===== src/rtl/mem_ctrl_pkg.sv =====
// Shared definitions for the byte-serial memory controller: FSM state
// encoding, access-size codes and the size-to-byte-count decode.
package mem_ctrl_pkg;

    typedef enum logic [1:0] {
        ST_IDLE  = 2'b00,
        ST_READ  = 2'b01,
        ST_WRITE = 2'b10,
        ST_DONE  = 2'b11
    } state_t;

    // Access size codes carried on mem_state_i (2'b10 decodes as a word).
    localparam logic [1:0] SZ_B = 2'b00;
    localparam logic [1:0] SZ_H = 2'b01;
    localparam logic [1:0] SZ_W = 2'b11;

    // Instruction fetches are always full words.
    localparam logic [2:0] N_FETCH = 3'd4;

    // Number of bytes moved for a given size code.
    function automatic logic [2:0] byte_count(input logic [1:0] size);
        case (size)
            SZ_B:    return 3'd1;
            SZ_H:    return 3'd2;
            default: return 3'd4;
        endcase
    endfunction

endpackage


===== src/rtl/mem_ctrl.sv =====
// Byte-serial memory controller. Serves instruction fetches and data
// loads/stores over an 8-bit synchronous RAM, one byte per cycle,
// little-endian lane order. Loads are zero-extended.
//
// Request handshake: there is no ready output. A request is taken in any
// cycle the controller is IDLE (write > read > fetch); the requester keeps
// its request high until it sees the matching one-cycle done pulse.
// Address, size, data and source are captured at acceptance, so inputs
// may change freely afterwards. A request still high in the DONE cycle is
// ignored there and taken again in the following IDLE cycle.
module mem_ctrl
    import mem_ctrl_pkg::*;
(
    input  logic        clk,
    input  logic        rst,
    input  logic        if_req_i,
    input  logic [31:0] if_addr_i,
    output logic        if_done_o,
    output logic [31:0] if_data_o,
    input  logic        mem_r_req_i,
    input  logic        mem_w_req_i,
    input  logic [31:0] mem_addr_i,
    input  logic [31:0] mem_w_data_i,
    input  logic [1:0]  mem_state_i,
    output logic        mem_done_o,
    output logic [31:0] mem_r_data_o,
    output logic [31:0] ram_a_o,
    output logic [7:0]  ram_dout_o,
    output logic        ram_wr_o,
    input  logic [7:0]  ram_din_i
);

    state_t      state;
    state_t      state_nxt;
    logic [2:0]  cnt;
    logic [2:0]  n_bytes;
    logic [2:0]  next_idx;
    logic [2:0]  prev_idx;
    logic        last_wr_byte;
    logic        last_rd_byte;
    logic [31:0] addr_q;
    logic [31:0] wdata_q;
    logic        fetch_q;
    logic [31:0] rd_asm;
    logic [31:0] rd_merged;
    logic        take_w;
    logic        take_r;
    logic        take_f;

    // Arbitration: only IDLE accepts, write beats read beats fetch.
    always_comb begin
        take_w = (state == ST_IDLE) && mem_w_req_i;
        take_r = (state == ST_IDLE) && !mem_w_req_i && mem_r_req_i;
        take_f = (state == ST_IDLE) && !mem_w_req_i && !mem_r_req_i && if_req_i;
    end

    // Byte position helpers; cnt is the byte presented this cycle.
    always_comb begin
        next_idx     = cnt + 3'd1;
        prev_idx     = cnt - 3'd1;
        last_wr_byte = (cnt == n_bytes - 3'd1);
        last_rd_byte = (cnt == n_bytes);
    end

    // FSM state register.
    always_ff @(posedge clk) begin
        if (rst) begin
            state <= ST_IDLE;
        end else begin
            state <= state_nxt;
        end
    end

    // FSM next state: reads need one extra cycle for the last RAM return.
    always_comb begin
        state_nxt = state;
        case (state)
            ST_IDLE: begin
                if (take_w) begin
                    state_nxt = ST_WRITE;
                end else if (take_r || take_f) begin
                    state_nxt = ST_READ;
                end
            end
            ST_WRITE: begin
                if (last_wr_byte) begin
                    state_nxt = ST_DONE;
                end
            end
            ST_READ: begin
                if (last_rd_byte) begin
                    state_nxt = ST_DONE;
                end
            end
            default: state_nxt = ST_IDLE;
        endcase
    end

    // FSM outputs: one done pulse in DONE, routed by the latched source.
    always_comb begin
        mem_done_o = (state == ST_DONE) && !fetch_q;
        if_done_o  = (state == ST_DONE) && fetch_q;
    end

    // Transaction context capture and byte counter.
    always_ff @(posedge clk) begin
        if (rst) begin
            cnt     <= 3'd0;
            n_bytes <= 3'd0;
            addr_q  <= 32'd0;
            wdata_q <= 32'd0;
            fetch_q <= 1'b0;
        end else begin
            if (take_w || take_r) begin
                addr_q  <= mem_addr_i;
                wdata_q <= mem_w_data_i;
                n_bytes <= byte_count(mem_state_i);
                fetch_q <= 1'b0;
            end else if (take_f) begin
                addr_q  <= if_addr_i;
                n_bytes <= N_FETCH;
                fetch_q <= 1'b1;
            end
            if (state == ST_READ || state == ST_WRITE) begin
                cnt <= cnt + 3'd1;
            end else begin
                cnt <= 3'd0;
            end
        end
    end

    // Registered RAM port: byte 0 goes out straight from the request,
    // later bytes from the latched context; address adds wrap at 2^32.
    always_ff @(posedge clk) begin
        if (rst) begin
            ram_a_o    <= 32'd0;
            ram_dout_o <= 8'd0;
            ram_wr_o   <= 1'b0;
        end else if (take_w) begin
            ram_a_o    <= mem_addr_i;
            ram_dout_o <= mem_w_data_i[7:0];
            ram_wr_o   <= 1'b1;
        end else if (take_r) begin
            ram_a_o  <= mem_addr_i;
            ram_wr_o <= 1'b0;
        end else if (take_f) begin
            ram_a_o  <= if_addr_i;
            ram_wr_o <= 1'b0;
        end else if (state == ST_WRITE && !last_wr_byte) begin
            ram_a_o    <= addr_q + {29'd0, next_idx};
            ram_dout_o <= wdata_q[{next_idx[1:0], 3'b000} +: 8];
            ram_wr_o   <= 1'b1;
        end else if (state == ST_READ && next_idx < n_bytes) begin
            ram_a_o  <= addr_q + {29'd0, next_idx};
            ram_wr_o <= 1'b0;
        end else begin
            ram_wr_o <= 1'b0;
        end
    end

    // Current read word with this cycle's returned byte dropped into its lane.
    always_comb begin
        rd_merged = rd_asm;
        rd_merged[{prev_idx[1:0], 3'b000} +: 8] = ram_din_i;
    end

    // Read lane assembly; the result register of the owning port is only
    // written when its read completes, so it holds across other traffic.
    always_ff @(posedge clk) begin
        if (rst) begin
            rd_asm       <= 32'd0;
            mem_r_data_o <= 32'd0;
            if_data_o    <= 32'd0;
        end else if (take_r || take_f) begin
            rd_asm <= 32'd0;
        end else if (state == ST_READ && cnt != 3'd0) begin
            rd_asm <= rd_merged;
            if (last_rd_byte) begin
                if (fetch_q) begin
                    if_data_o <= rd_merged;
                end else begin
                    mem_r_data_o <= rd_merged;
                end
            end
        end
    end

endmodule

===== config.mk =====
export PLATFORM = sky130hd
export DESIGN_NAME = mem_ctrl
export DESIGN_NICKNAME = d
export VERILOG_FILES = /design/src/rtl/mem_ctrl_pkg.sv /design/src/rtl/mem_ctrl.sv
export SDC_FILE = /design/constraint.sdc
export NUM_CORES = 1
export LEC_CHECK = 0
export CELL_PAD_IN_SITES_DETAIL_PLACEMENT = 0
export CELL_PAD_IN_SITES_GLOBAL_PLACEMENT = 1
export CORE_MARGIN = 5
export CORE_UTILIZATION = 34
export DETAILED_ROUTE_END_ITERATION = 16
export PLACE_DENSITY = 0.76
export SYNTH_ARGS = -nofsm -noshare
export SYNTH_HDL_FRONTEND = slang
export SYNTH_SLANG_ARGS = --single-unit

===== constraint.sdc =====
create_clock -name clk -period 3 [get_ports clk]
set_clock_uncertainty 0.05 [all_clocks]
set_input_delay 0.45 -clock clk [delete_from_list [all_inputs] [get_ports clk]]
set_output_delay 0.45 -clock clk [all_outputs]
set_load 0.005 [all_outputs]

==> results.txt <==
fresh numbers from the pnr run: peak clock frequency supported by timing=~360 MHz, Cell Pwr Density=just under 800 nW/um^2, FF+latch count, synth=approximately 210, P_sw=3.82 mW, Cells after Synth=1230, Ports=218, RSZ-0062 raised after global routing=no, met1 track utilization from global routing=0.278, simple-gate portion of the synthesized area=0.228, final HPWL from detailed placement=about 23000 um, number of maximum-capacitance constraint violations=0, CP most frequent cell=inv_1, capturing element of the worst setup path=ram_a_o[20], Reg2Reg Depth=9, average footprint of a synthesized cell=between 8 and 9 um^2, internal reg-to-reg setup slack=~190 ps, number of logic inverters in the finished layout=24, largest stage delay on the critical path=500 ps, origin of the worst min-delay path=rst, initial standard-cell utilization of the core=0.345, highest net fanout along the worst path=7, worst-case setup slack after placement=58.2 ps, global-route wire length before repair=52200 um, GRT Residual Overflow=0, antenna violations before repair=2, clk sink count=approximately 210, die boundary height=roughly 180 um, Crit Reg-Reg Endpoint=ram_a_o[20], post-layout period usage=0.936, router iterations before antenna repair=5, maximum number of pins on one net before global-route repair=roughly 170, sequential fraction of design power=0.365, kind of cell with the highest combined delay on the critical path=simple AND/OR/NAND/NOR gates, CTS H-tree lvls=1, power drawn by the combinational cells=around 4 mW, capture endpoint of the worst hold path=ram_a_o[8], Port Buffers=~220, global routing usage on met3=0.0390, part of the Yosys area used for sequential elements=0.423, post-synthesis chip area from yosys=just under 10000 um^2, capturing element type of the critical path=flop, crit path DAT=3210 ps, smallest setup slack after layout=about 190 ps, antenna cells=1, layout net count=roughly 1500, post-layout instance count excluding filler cells=about 1800, xor-xnor portion of the synthesized cell area=0.0146, classification of the worst setup path=reg2reg, final routed DRC violation total=0, yosys adder share=0.0247, Comb pwr share=0.368, placement-stage cell area=12700 um^2, combinational share of cell area=0.396, clock share of power=0.267, total CTS buffers=24, Total Die Area=~33000 um^2, Finish-stage setup viols=0, Mapped Area=9930 um^2, post-synthesis to final-layout area growth=35.7%, number of placed instances, taps included=about 1800, total power draw=around 11 mW, number of distinct library cells after synthesis=around 64, grt peak-use layer=met2, synthesized-area fraction occupied by ao, oa, aoi and oai cells=0.238, tap cell instance count=about 380, Floorplan Nets=between 1000 and 1500, share of cells above drive strength 1=0.0815, Power Internal=~6.7 mW, clock-cell share of area=0.0559, portion of the layout cell area used by non-clock buffers=0.194, leakage component of the power=4.74 nW, vias in the first global route=9195, Min-Delay Path Class=in2reg, minimum clock period after layout=around 2800 ps, detail-routed net length per standard cell=18.1 um, Core ar.=about 29000 um^2, overall routing resource usage=0.193, row cnt=approximately 62, Net Sw Frac=0.362, power consumed by sequential cells=3.86 mW, worst IR drop on VDD=between 0.4 and 0.5 mV, cells traversed along the worst timing path=inv_1 > ha_4 > inv_1 > fa_2 > nor2b_4 > o2111ai_1 > or4_1 > a211o_1 > a211oi_2, clock slew at the register clock pins of the worst setup and hold paths=around 60 ps, final hold slack=293 ps, met2 capacity usage during global routing=0.298, dominant kind of combinational cell=AND-OR/OR-AND gates, die width=about 180 um, routed wire length on met2=approximately 14000 um, final max-slew violation count=0, Storage cell area=~4200 um^2, most area-hungry cell type in the Yosys netlist=dfxtp_1, status=completed, cts-stage hold buffer count=0, ANT nets after route=0, number of stages on the worst setup path=9, met1 layer wirelength in the final routing=about 16000 um, main area contributors after synthesis=dfxtp_1 (42%), a211oi_1 (9.1%), nand2_1 (6.8%), list of most frequent post-synthesis cells=dfxtp_1 (210), nand2_1 (180), nor2_1 (176), Signal buffers=between 200 and 300, CTS-repair resized insts=0, clock tree from TritonCTS=yes, CP Launch Type=flop, clock latency on the worst-skew pair=about 530 ps, area used by multi-input combinational logic=between 5000 and 6000 um^2, worst slew margin relative to its limit=0.456, Critical path origin=cnt[0], number of endpoints with negative hold slack in the final report=0, top layer in use=met5, tally of yosys warning messages=0, comb_multi_in=897, pin slew with the least headroom to its limit=just over 800 ps, maximum buffer depth of the clock tree=3, starting DRC count in detailed routing=between 700 and 800, critical-path cell with the highest stage delay=or4_1, startpoint of the most critical register-to-register path=cnt[0], Dominant flop cell=dfxtp_1, summed negative setup slack over all endpoints=0 ps, tool warning count=37, async set-reset flop share out of synthesis=0, required time at the worst-slack endpoint=3400 ps, largest contributor to cell area by class=combinational gates, MUX share of area=0.0224, postcts setup bufs=0, most numerous logic cells after layout=clkdlybuf4s50_1 (216), dfxtp_1 (210), nand2_1 (180), nor2_1 (175), a211oi_1 (119), most frequently placed logic cell in the final layout=clkdlybuf4s50_1, share of cell area taken by flip-flops and latches=0.312, flip-flops with a built-in enable=0, utilization after layout=0.469, cell count in the Yosys report=1230
**Supply network**

Drawn at 2 px/um. Pins as bars on the die edge.
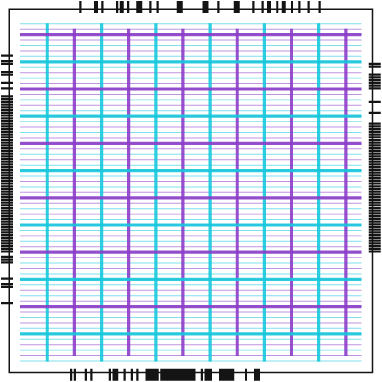
Cyan marks VSS. Purple marks VDD.
12 straps on met4. 12 straps on met5. 218 signal pins sit on the boundary. The core has 62 rows.

**Clock distribution**

Drawn at 3 px/um.
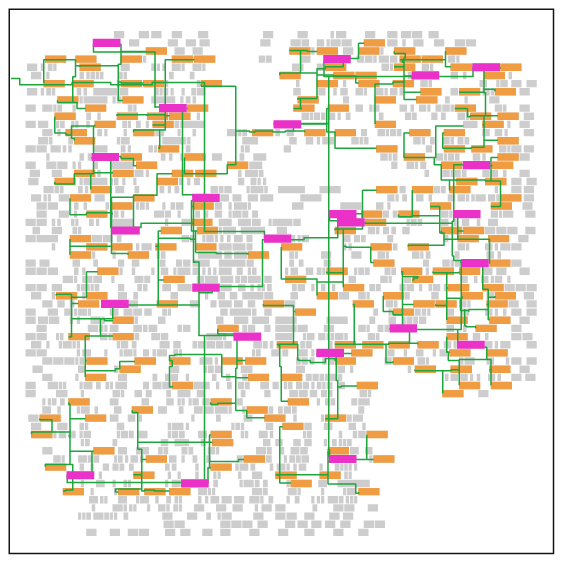
Orange marks flip-flops, count 210. Magenta marks cells driving clock nets, count 24. Green marks clock wires, length 2910 um.
Position of the flops: spread over the die. There are 25 routed clock nets.

**Cells coloured by class**

Drawn at 2 px/um. Fill, decap, tap and diode cells in grey.
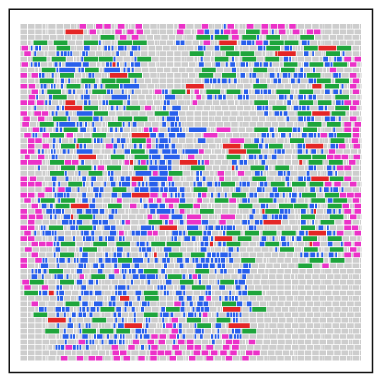
Blue marks all other logic, cells 921, share of their area 42%. Magenta marks other buffers and delay cells, cells 261, share of their area 20%. Green marks flip-flops, cells 210, share of their area 32%. Red marks clock drivers and dummy loads, cells 43, share of their area 5.8%.

**A small window of the routed layout**

Window x 126 to 146, y 126 to 146 um. Cells in grey, sequential cells in the stronger grey; small squares are vias.
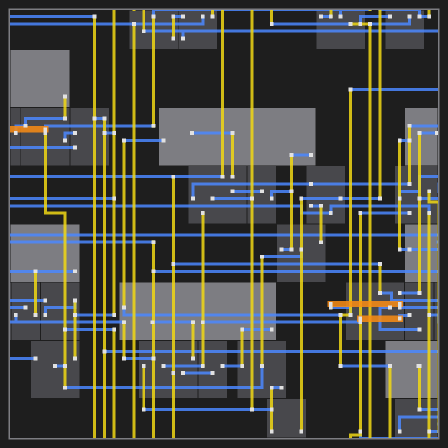
Orange marks met3. Yellow marks met2. Blue marks met1.
23 logic cells have their middle in the window. Sequential cells in the window: 2. Most frequent: nor2b_1 (6), a21oi_1 (6), a211oi_1 (5). Netlist names of flops here include rd_asm (2).

Power is estimated from default activity; no workload was simulated.
